[config.mk]
export PLATFORM = sky130hd
export DESIGN_NAME = ppu_reg_port
export DESIGN_NICKNAME = d
export VERILOG_FILES = /design/src/rtl/ppu_reg_port.sv
export SDC_FILE = /design/constraint.sdc
export NUM_CORES = 1
export LEC_CHECK = 0
export CORE_UTILIZATION = 35
export CTS_BUF_LIST = sky130_fd_sc_hd__clkbuf_2 sky130_fd_sc_hd__clkbuf_4 sky130_fd_sc_hd__clkbuf_8
export DETAILED_ROUTE_END_ITERATION = 8
export SLEW_MARGIN = 20
export SYNTH_ARGS = -nofsm -noshare
export SYNTH_HDL_FRONTEND = slang
export SYNTH_SLANG_ARGS = --single-unit
[constraint.sdc]
create_clock -name clk -period 2.85 [get_ports clk]
set_input_delay 0.7125 -clock clk [delete_from_list [all_inputs] [get_ports clk]]
set_output_delay 0.7125 -clock clk [all_outputs]
set_load 0.03 [all_outputs]
[src/rtl/ppu_reg_port.sv]
// CPU-facing PPU register block ($2000-$2007) with VRAM/OAM access sequencing.
// Build option: define PPU_OPEN_BUS_EN to return the last written byte on write-only registers.
module ppu_reg_port (
   input  logic        clk,
   input  logic        reset,
   input  logic        ppu_reg_cs,
   input  logic        WE,
   input  logic [2:0]  ppu_reg_addr,
   input  logic [7:0]  data_in,
   output logic [7:0]  data_out,
   output logic [13:0] vram_addr,
   output logic [7:0]  vram_data_out,
   input  logic [7:0]  vram_data_in,
   output logic        vram_WE,
   output logic [7:0]  oam_addr,
   output logic [7:0]  oam_data_out,
   input  logic [7:0]  oam_data_in,
   output logic        oam_WE,
   input  logic        vblank_set,
   input  logic        frame_clr,
   input  logic        spr0_hit,
   input  logic        spr_ovf,
   output logic [7:0]  ctrl,
   output logic [7:0]  mask,
   output logic [7:0]  scroll_x,
   output logic [7:0]  scroll_y,
   output logic        nmi
);
   localparam logic [1:0] S_IDLE = 2'd0;
   localparam logic [1:0] S_VWR  = 2'd1;
   localparam logic [1:0] S_VINC = 2'd2;
   localparam logic [1:0] S_OWR  = 2'd3;

   logic [1:0]  r_state;
   logic        r_cs_d;
   logic        r_pend;
   logic        r_pend_we;
   logic [2:0]  r_pend_idx;
   logic [7:0]  r_pend_data;
   logic [7:0]  r_data_out;
   logic [7:0]  r_ctrl;
   logic [7:0]  r_mask;
   logic [7:0]  r_scroll_x;
   logic [7:0]  r_scroll_y;
   logic [7:0]  r_oam_addr;
   logic [7:0]  r_wdata;
   logic [7:0]  r_buf;
   logic [13:0] r_vram_addr;
   logic        r_vblank;
   logic        r_spr0;
   logic        r_ovf;
   logic        r_w;

   logic        w_ev;
   logic        w_do;
   logic        w_we;
   logic        w_status_rd;
   logic [2:0]  w_idx;
   logic [7:0]  w_din;
   logic [7:0]  w_obus;
   logic [13:0] w_inc;
   logic [13:0] w_vram_next;

   // An event is executed immediately when idle, otherwise it waits in the pending slot.
   assign w_ev        = ppu_reg_cs & ~r_cs_d;
   assign w_do        = (r_state == S_IDLE) & (w_ev | r_pend);
   assign w_we        = r_pend ? r_pend_we   : WE;
   assign w_idx       = r_pend ? r_pend_idx  : ppu_reg_addr;
   assign w_din       = r_pend ? r_pend_data : data_in;
   assign w_status_rd = w_do & ~w_we & (w_idx == 3'd2);
   assign w_inc       = r_ctrl[2] ? 14'd32 : 14'd1;
   assign w_vram_next = r_vram_addr + w_inc;

`ifdef PPU_OPEN_BUS_EN
   logic [7:0] r_obus;
   always_ff @(posedge clk) begin
      if (reset)
         r_obus <= 8'h00;
      else if (w_do && w_we)
         r_obus <= w_din;
   end
   assign w_obus = r_obus;
`else
   assign w_obus = 8'h00;
`endif

   always_ff @(posedge clk) begin
      if (reset) begin
         r_cs_d      <= 1'b0;
         r_pend      <= 1'b0;
         r_pend_we   <= 1'b0;
         r_pend_idx  <= 3'd0;
         r_pend_data <= 8'h00;
      end else begin
         r_cs_d <= ppu_reg_cs;
         if (w_ev && ((r_state != S_IDLE) || r_pend)) begin
            r_pend      <= 1'b1;
            r_pend_we   <= WE;
            r_pend_idx  <= ppu_reg_addr;
            r_pend_data <= data_in;
         end else if (w_do) begin
            r_pend <= 1'b0;
         end
      end
   end

   // A vblank_set in the same cycle as a status read wins, so the flag is not lost.
   always_ff @(posedge clk) begin
      if (reset || frame_clr) begin
         r_vblank <= 1'b0;
         r_spr0   <= 1'b0;
         r_ovf    <= 1'b0;
      end else begin
         if (vblank_set)
            r_vblank <= 1'b1;
         else if (w_status_rd)
            r_vblank <= 1'b0;
         if (spr0_hit) r_spr0 <= 1'b1;
         if (spr_ovf)  r_ovf  <= 1'b1;
      end
   end

   always_ff @(posedge clk) begin
      if (reset) begin
         r_state     <= S_IDLE;
         r_data_out  <= 8'h00;
         r_ctrl      <= 8'h00;
         r_mask      <= 8'h00;
         r_scroll_x  <= 8'h00;
         r_scroll_y  <= 8'h00;
         r_oam_addr  <= 8'h00;
         r_wdata     <= 8'h00;
         r_buf       <= 8'h00;
         r_vram_addr <= 14'h0000;
         r_w         <= 1'b0;
      end else begin
         case (r_state)
            S_VWR: begin
               r_vram_addr <= w_vram_next;
               r_state     <= S_VINC;
            end
            S_VINC: r_state <= S_IDLE;
            S_OWR: begin
               r_oam_addr <= r_oam_addr + 8'd1;
               r_state    <= S_IDLE;
            end
            default: begin
               if (w_do && w_we) begin
                  case (w_idx)
                     3'd0: r_ctrl     <= w_din;
                     3'd1: r_mask     <= w_din;
                     3'd3: r_oam_addr <= w_din;
                     3'd4: begin
                        r_wdata <= w_din;
                        r_state <= S_OWR;
                     end
                     3'd5: begin
                        if (r_w) r_scroll_y <= w_din;
                        else     r_scroll_x <= w_din;
                        r_w <= ~r_w;
                     end
                     3'd6: begin
                        if (r_w) r_vram_addr[7:0]  <= w_din;
                        else     r_vram_addr[13:8] <= w_din[5:0];
                        r_w <= ~r_w;
                     end
                     3'd7: begin
                        r_wdata <= w_din;
                        r_state <= S_VWR;
                     end
                     default: ;
                  endcase
               end else if (w_do) begin
                  case (w_idx)
                     3'd2: begin
                        r_data_out <= {r_vblank, r_spr0, r_ovf, w_obus[4:0]};
                        r_w        <= 1'b0;
                     end
                     3'd4: r_data_out <= oam_data_in;
                     3'd7: begin
                        // Palette space bypasses the read buffer.
                        r_data_out  <= (r_vram_addr < 14'h3F00) ? r_buf : vram_data_in;
                        r_buf       <= vram_data_in;
                        r_vram_addr <= w_vram_next;
                     end
                     default: r_data_out <= w_obus;
                  endcase
               end
            end
         endcase
      end
   end

   assign data_out      = r_data_out;
   assign vram_addr     = r_vram_addr;
   assign vram_data_out = r_wdata;
   assign vram_WE       = (r_state == S_VWR);
   assign oam_addr      = r_oam_addr;
   assign oam_data_out  = r_wdata;
   assign oam_WE        = (r_state == S_OWR);
   assign ctrl          = r_ctrl;
   assign mask          = r_mask;
   assign scroll_x      = r_scroll_x;
   assign scroll_y      = r_scroll_y;
   assign nmi           = r_vblank & r_ctrl[7];

endmodule

Run 1, power grid:
Bar = 20 um. Pins as bars on the die edge. Tap cells in grey.
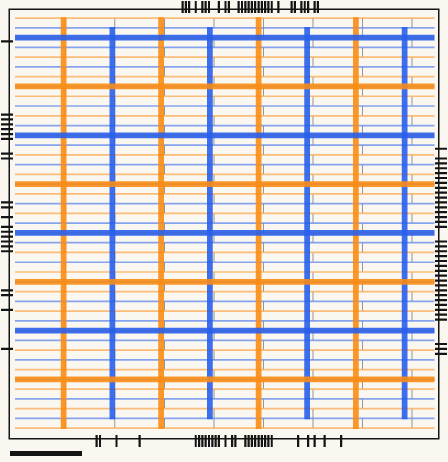
[blue] VDD
[orange] VSS
rows: 42
met1 rails: 43
met5 straps: 8
vertical die dimension: 119 um
Worst IR Drop VDD: 171 uV
die width: 119 um
placeable core area: 13,300 um^2

Run 1, routing congestion map:
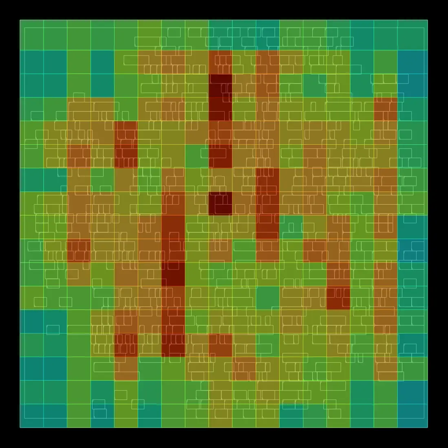
total track usage: 0.206
final standard cell utilization of the core: 0.477
M1 GR Usage: 0.299
met3 usage in global routing: 0.0321
met2 Use GR: 0.310

Run 1, wiring by layer:
Two of the layers only.
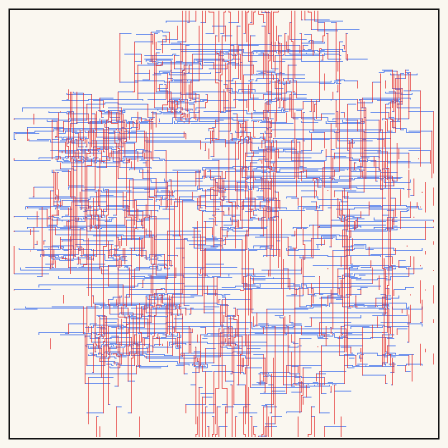
[blue] M1 | wire length: 7,100 um
[red] M2 | wire length: 6,430 um
post-DR wirelength/cell: 17.1 um
total wirelength of the detailed-routed design: 14,600 um

==> notes.md, run 1 <==
For reference, the top cells by count after synthesis are 98 x sky130_fd_sc_hd__dfxtp_1, 84 x sky130_fd_sc_hd__nor2_1, 54 x sky130_fd_sc_hd__a211oi_1. Before any placement, the netlist area is recorded as 4810 um^2. With the total of cells resized after clock tree synthesis at 0, the non-clock buffer share of cell area is 0.220. With the combined buffer and inverter count along the critical path at 2, the aggregate negative setup slack is 0 ns. STA reports the tightest min-delay check as being of type reg -> reg.

The startpoint of the most critical register-to-register path was r_pend$_SDFFE_PP0P_. Sorting the synthesis cell report by count puts at the top sky130_fd_sc_hd__dfxtp_1. Hold-check failures listed in the final report amount to 0.

Multi-input combinational cells in the finished layout were counted as 404. The biggest area contributor in the post-synthesis netlist is sky130_fd_sc_hd__dfxtp_1. The commonest register cell is sky130_fd_sc_hd__dfxtp_1.

Ranked by total cell area, the synthesized netlist is headed by sky130_fd_sc_hd__dfxtp_1 41%, sky130_fd_sc_hd__a211oi_1 8.4%, sky130_fd_sc_hd__nor2_1 6.6%. The average instance area after synthesis works out to 8.56 um^2. The category of cells accounting for the largest share of critical-path delay is buffers and inverters. The number of signal-net buffers in the layout was 149. With the static leakage at 2.08 nW, the number of placed I/O pins is 116. In the final layout, flip-flops and latches occupy 1960 um^2. STA classifies the critical path startpoint as a register. On the worst path, the slowest cell contributes a delay of 0.74 ns. In the finished design the tool counted flip-flops and latches totalling 98. Per the post-synthesis report, the number of cells in the design is 562.

STA puts the critical path data required time at 2.14 ns. Combinational share of cell area: 0.401. The run gives 0.320 as the headroom to the max-slew limit.

The yosys cell count was 562; the detailed router's first-iteration violation count was 295. Measured in cells, the most critical reg-to-reg path has a length of 6. Detailed routing placed a total of 6430 um of wire on met2. Buffers inserted to repair hold after CTS numbered 0.

Xor and xnor fraction of the mapped netlist area: 0.00182. The run gives 6360 um^2 as the final design instance area without fill. The floorplan report lists the tap cell count as 176. The net switching share of the total power is 0.302. The flow ran to the end, and the final reports show no timing, DRC or antenna violations. The share of synthesized cell area in and, or, nand and nor gates was 0.191.

With the clock buffer count at 9, the count of state elements after synthesis is 98. For the number of nets in the finished design, the log shows 717. The stat command in Yosys gives a chip area of 4810 um^2. The cell internal power dissipation was 1.91 mW. The complex-gate fraction of the synthesized area was 0.249; the worst slack after detailed placement was 0.0513 ns. Kind of end point of the critical path: an output pin. The H-tree generated during clock tree synthesis spans 3 levels. The tools report the endpoint of the lowest-slack register-to-register path as oam_data_out[4]$_SDFFE_PP0P_. After legalization and detailed placement, the total HPWL measured 10,300 um. The clock share of power was 0.323; the register share of the cell area was 0.308. The critical path's slowest stage uses the library cell sky130_fd_sc_hd__clkdlybuf4s50_1. TritonCTS built the clock tree. The run gives 0.408 for the sequential cell area fraction in the yosys report.

Looking at the global route congestion table, the highest-usage layer is met2. Clock transition at the registers of the reported paths: 0.10 ns. After detailed placement, the design holds a cell count of 838.

The area added between synthesis and finish is 32.3%. For the switching component of the power, the log shows 0.825 mW. The post-route fraction of the period consumed by the critical path is 0.914. Power per standard cell area: 430 nW/um^2.
==> inputs of run 2 (changes only) <==
CAP_MARGIN = 40   (was unset)
Run 2, a small window of the routed layout:
Window x 77 to 102, y 17 to 42 um. Cells in grey, sequential cells in the stronger grey; small squares are vias.
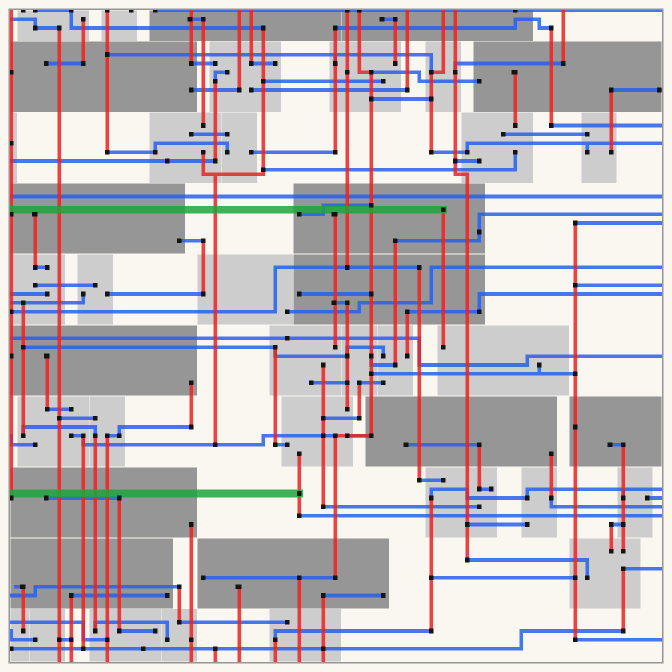
[blue] M1
[green] M3
[red] M2
cells with their middle in the window: 35
netlist names of flops here include: scroll_y (5), scroll_x (3), mask (2)
most frequent: a211oi_1 (12), nor2_1 (11), dfxtp_1 (10)
sequential cells in the window: 10

Run 2, sequential cells grouped by signal name:
Other sequential cells in the stronger grey, the rest of the logic in the fainter grey.
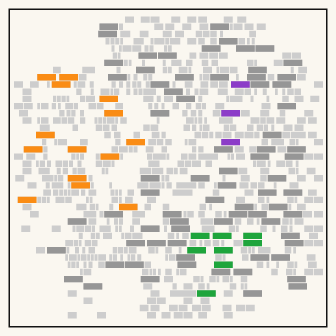
[purple] r_pend_idx | flops: 3
[green] scroll_y | flops: 8
[orange] vram_addr | flops: 14
flip-flop and latch share of the layout cell area: 0.306
Sequential Area: 1960 um^2
final standard cell utilization of the core: 0.480
Flop+latch power: 1.42 mW

==> notes.md, run 2 <==
The run finished with clean final reports. Detailed-route iteration 0 reported a violation count of 276. The area recorded from the Yosys report for this design is 4810 um^2. The share of synthesized cell area in and, or, nand and nor gates is 0.191. Type of the worst min-delay path: reg -> reg. The chip width was 119 um; the yosys cell count was 562. The sequential cell area fraction in the yosys report is 0.408, and the power per standard cell area is 432 nW/um^2. Looking at the worst setup and hold paths, the clock pins of their registers show a slew of 0.10 ns. The net switching share of the total power was 0.298; the final design instance area without fill was 6400 um^2. From bottom edge to top edge, the die measures 119 um. The placeable core region was 13,300 um^2; the gate count after technology mapping was 562. The detailed router reported a total wirelength of 14,700 um. The run gives 0.912 for the post-route fraction of the period consumed by the critical path. The flip-flop cell with the highest count after synthesis is sky130_fd_sc_hd__dfxtp_1. The aggregate negative setup slack was 0 ns; the number of signal-net buffers in the layout was 150.

The run gives 176 for the well tap count. The tools report the sort of element at the start of the critical path as a register. The xor and xnor fraction of the mapped netlist area came out at 0.00182.

Yosys attributes the largest share of cell area to sky130_fd_sc_hd__dfxtp_1 41%, sky130_fd_sc_hd__a211oi_1 8.4%, sky130_fd_sc_hd__nor2_1 6.6%. The met3 routing resource usage after global routing was 0.0522. The number of multi-input combinational cells in the layout is 404. In this run the layout overhead on the synthesized area is reported as 33.1%.

The final layout report lists a clock buffer count of 10. Global routing put the most usage on met2. In the placement report, post-DP HPWL is listed as 10,400 um. For this run the top cell type by instance count after synthesis was sky130_fd_sc_hd__dfxtp_1. Once synthesis finished, the tally of register bits stood at 98. In this run the critical register-to-register path is launched from r_pend$_SDFFE_PP0P_. Clock share of power: 0.328. The tools report the global-route usage over all layers as 0.210.

The average instance area after synthesis was 8.56 um^2; the netlist area before placement was 4810 um^2. The depth of the worst register-to-register path was 6; the combined buffer and inverter count along the critical path was 2. Endpoints failing hold in the final report were tallied at 0. The global routing usage on met2 was 0.318; the met1 capacity usage during global routing was 0.298. STA puts the critical path data required time at 2.14 ns.

OpenSTA, run right after detailed placement, puts the worst setup slack at 0.0554 ns. The detailed placer reported the number of placed instances as 839. The headroom to the max-slew limit came out at 0.517. The run gives 0.74 ns for the maximum single-stage delay on the critical path.
Run 2, power grid:
Bar = 20 um. Pins as bars on the die edge. Tap cells in grey.
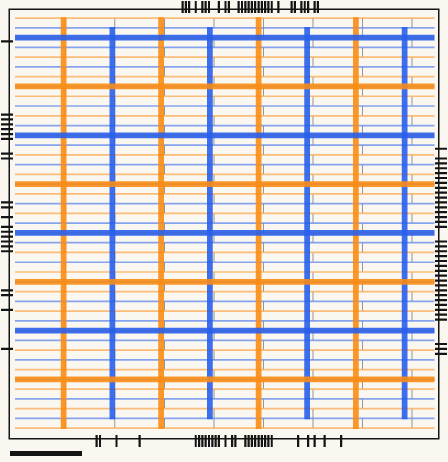
[blue] VDD
[orange] VSS
tap cells: 176
rows: 42
Worst IR Drop VDD: 221 uV

==> inputs of run 3 (changes only) <==
CTS_CLUSTER_DIAMETER = 40   (was unset)
Run 3, a small window of the routed layout:
Window x 77 to 102, y 17 to 42 um. Cells in grey, sequential cells in the stronger grey; small squares are vias.
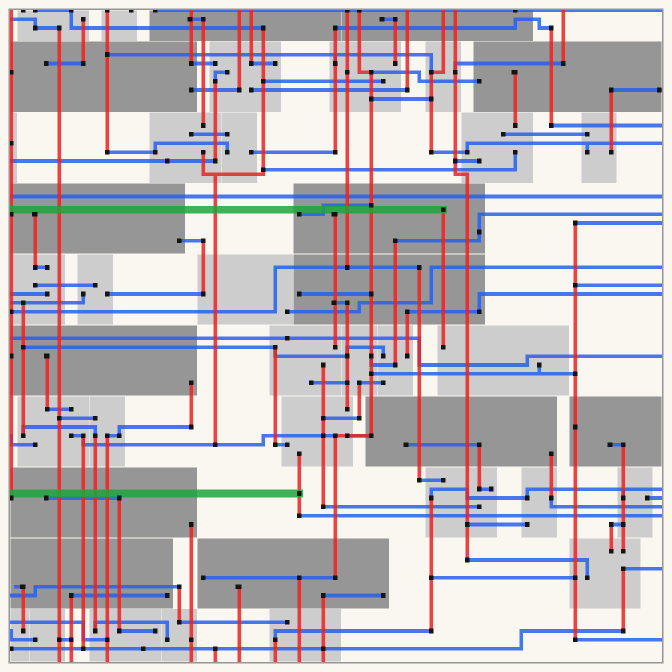
[red] M2
[blue] M1
[green] M3
netlist names of flops here include: scroll_y (5), scroll_x (3), mask (2)
sequential cells in the window: 10
most frequent: a211oi_1 (12), nor2_1 (11), dfxtp_1 (10)
cells with their middle in the window: 35

Run 3, sequential cells grouped by signal name:
Other sequential cells in the stronger grey, the rest of the logic in the fainter grey.
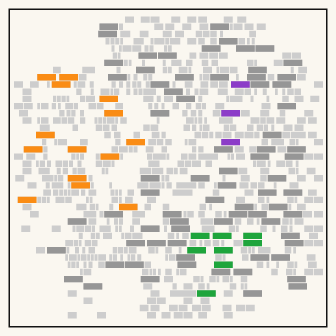
[orange] vram_addr | flops: 14
[purple] r_pend_idx | flops: 3
[green] scroll_y | flops: 8
not coloured: 73

Run 3, wiring by layer:
Two of the layers only.
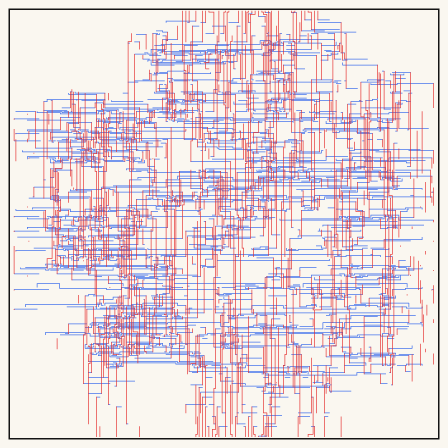
[red] M2 | wire length: 6,600 um
[blue] M1 | wire length: 7,200 um
total wirelength of the detailed-routed design: 14,700 um
Via Count: 4,612

==> notes.md, run 3 <==
The slowest library cell on the worst path was sky130_fd_sc_hd__clkdlybuf4s50_1. TritonCTS built the clock tree. The flow ran to the end, and the final reports show no timing, DRC or antenna violations. In the final design database the tool counted 718 nets. Register share of the cell area: 0.306.

The report puts the cell count of the worst reg-to-reg path at 6. Looking at the cell usage after synthesis, the top flip-flop cell is sky130_fd_sc_hd__dfxtp_1. The run gives 839 as the cell count after placement. The cell with the most instances after synthesis is sky130_fd_sc_hd__dfxtp_1. The switching component of the power is 0.822 mW.

Per the OpenROAD floorplan log, the area of the core is 13,300 um^2. The min-delay analysis places its worst path in the category reg -> reg. The xor and xnor fraction of the mapped netlist area is 0.00182. For this run, the chip area from Yosys synthesis comes to 4810 um^2.

The required time of the worst setup path was 2.14 ns; the number of buffers inserted for hold repair after clock tree synthesis was 0. The average instance area after synthesis is 8.56 um^2, and the sequential cell area fraction in the yosys report is 0.408. On the worst setup and hold paths after CTS, the clock-pin slew comes to 0.10 ns. The wire-length estimate of the detail-placed layout is 10,400 um.

The run gives 0.328 as the clock share of power. The largest voltage drop on the vdd net was 221 uV. The tools report the sort of element at the start of the critical path as a register. The flow measured a signed area growth from synthesis to layout of 33.1%. The layout has 150 buffers outside the clock class. The count of state elements after synthesis came out at 98.

The met3 routing resource usage after global routing is 0.0522, and the static leakage is 2.10 nW. The run gives 116 for the number of placed I/O pins. The total of cells resized after clock tree synthesis is 0. Well tap count: 176. With the met1 capacity usage during global routing at 0.298, the number of flip-flops in the largest register is 14.

Final number of hold-violating endpoints: 0. The routed design uses 6600 um of met2 wire. The headroom to the max-slew limit came out at 0.517. The utilization of the core after routing came out at 0.480. The complex-gate fraction of the synthesized area came out at 0.249.

Global routing put the most usage on met2. The synthesized netlist occupies a cell area of 4810 um^2. The share of synthesized cell area in and, or, nand and nor gates works out to 0.191. The height of the die was 119 um; the global-route usage over all layers was 0.210. The power attributed to sequential cells was 1.42 mW; the combined buffer and inverter count along the critical path was 2. Kind of end point of the critical path: an output pin. The internal power of the cells totals 1.94 mW. By area the synthesized netlist is led by sky130_fd_sc_hd__dfxtp_1 41%, sky130_fd_sc_hd__a211oi_1 8.4%, sky130_fd_sc_hd__nor2_1 6.6%.

Category of cells accounting for the largest share of critical-path delay: buffers and inverters. The H-tree generated during clock tree synthesis spans 3 levels. The post-route fraction of the period consumed by the critical path works out to 0.912. Of all cell types, the one taking the most synthesized area is sky130_fd_sc_hd__dfxtp_1. The clock buffer count was 10.

With the average wire per standard cell at 17.2 um, the count of multi-input combinational gates is 404. The non-clock buffer share of cell area is 0.223. The run gives 0 ns as the aggregate negative setup slack. From left edge to right edge, the die measures 119 um. Startpoint of the most critical register-to-register path: r_pend$_SDFFE_PP0P_. The combinational share of cell area is 0.399, and the detailed router's first-iteration violation count is 276.
Power figures rest on the tool's default switching activity, not on a simulated workload.
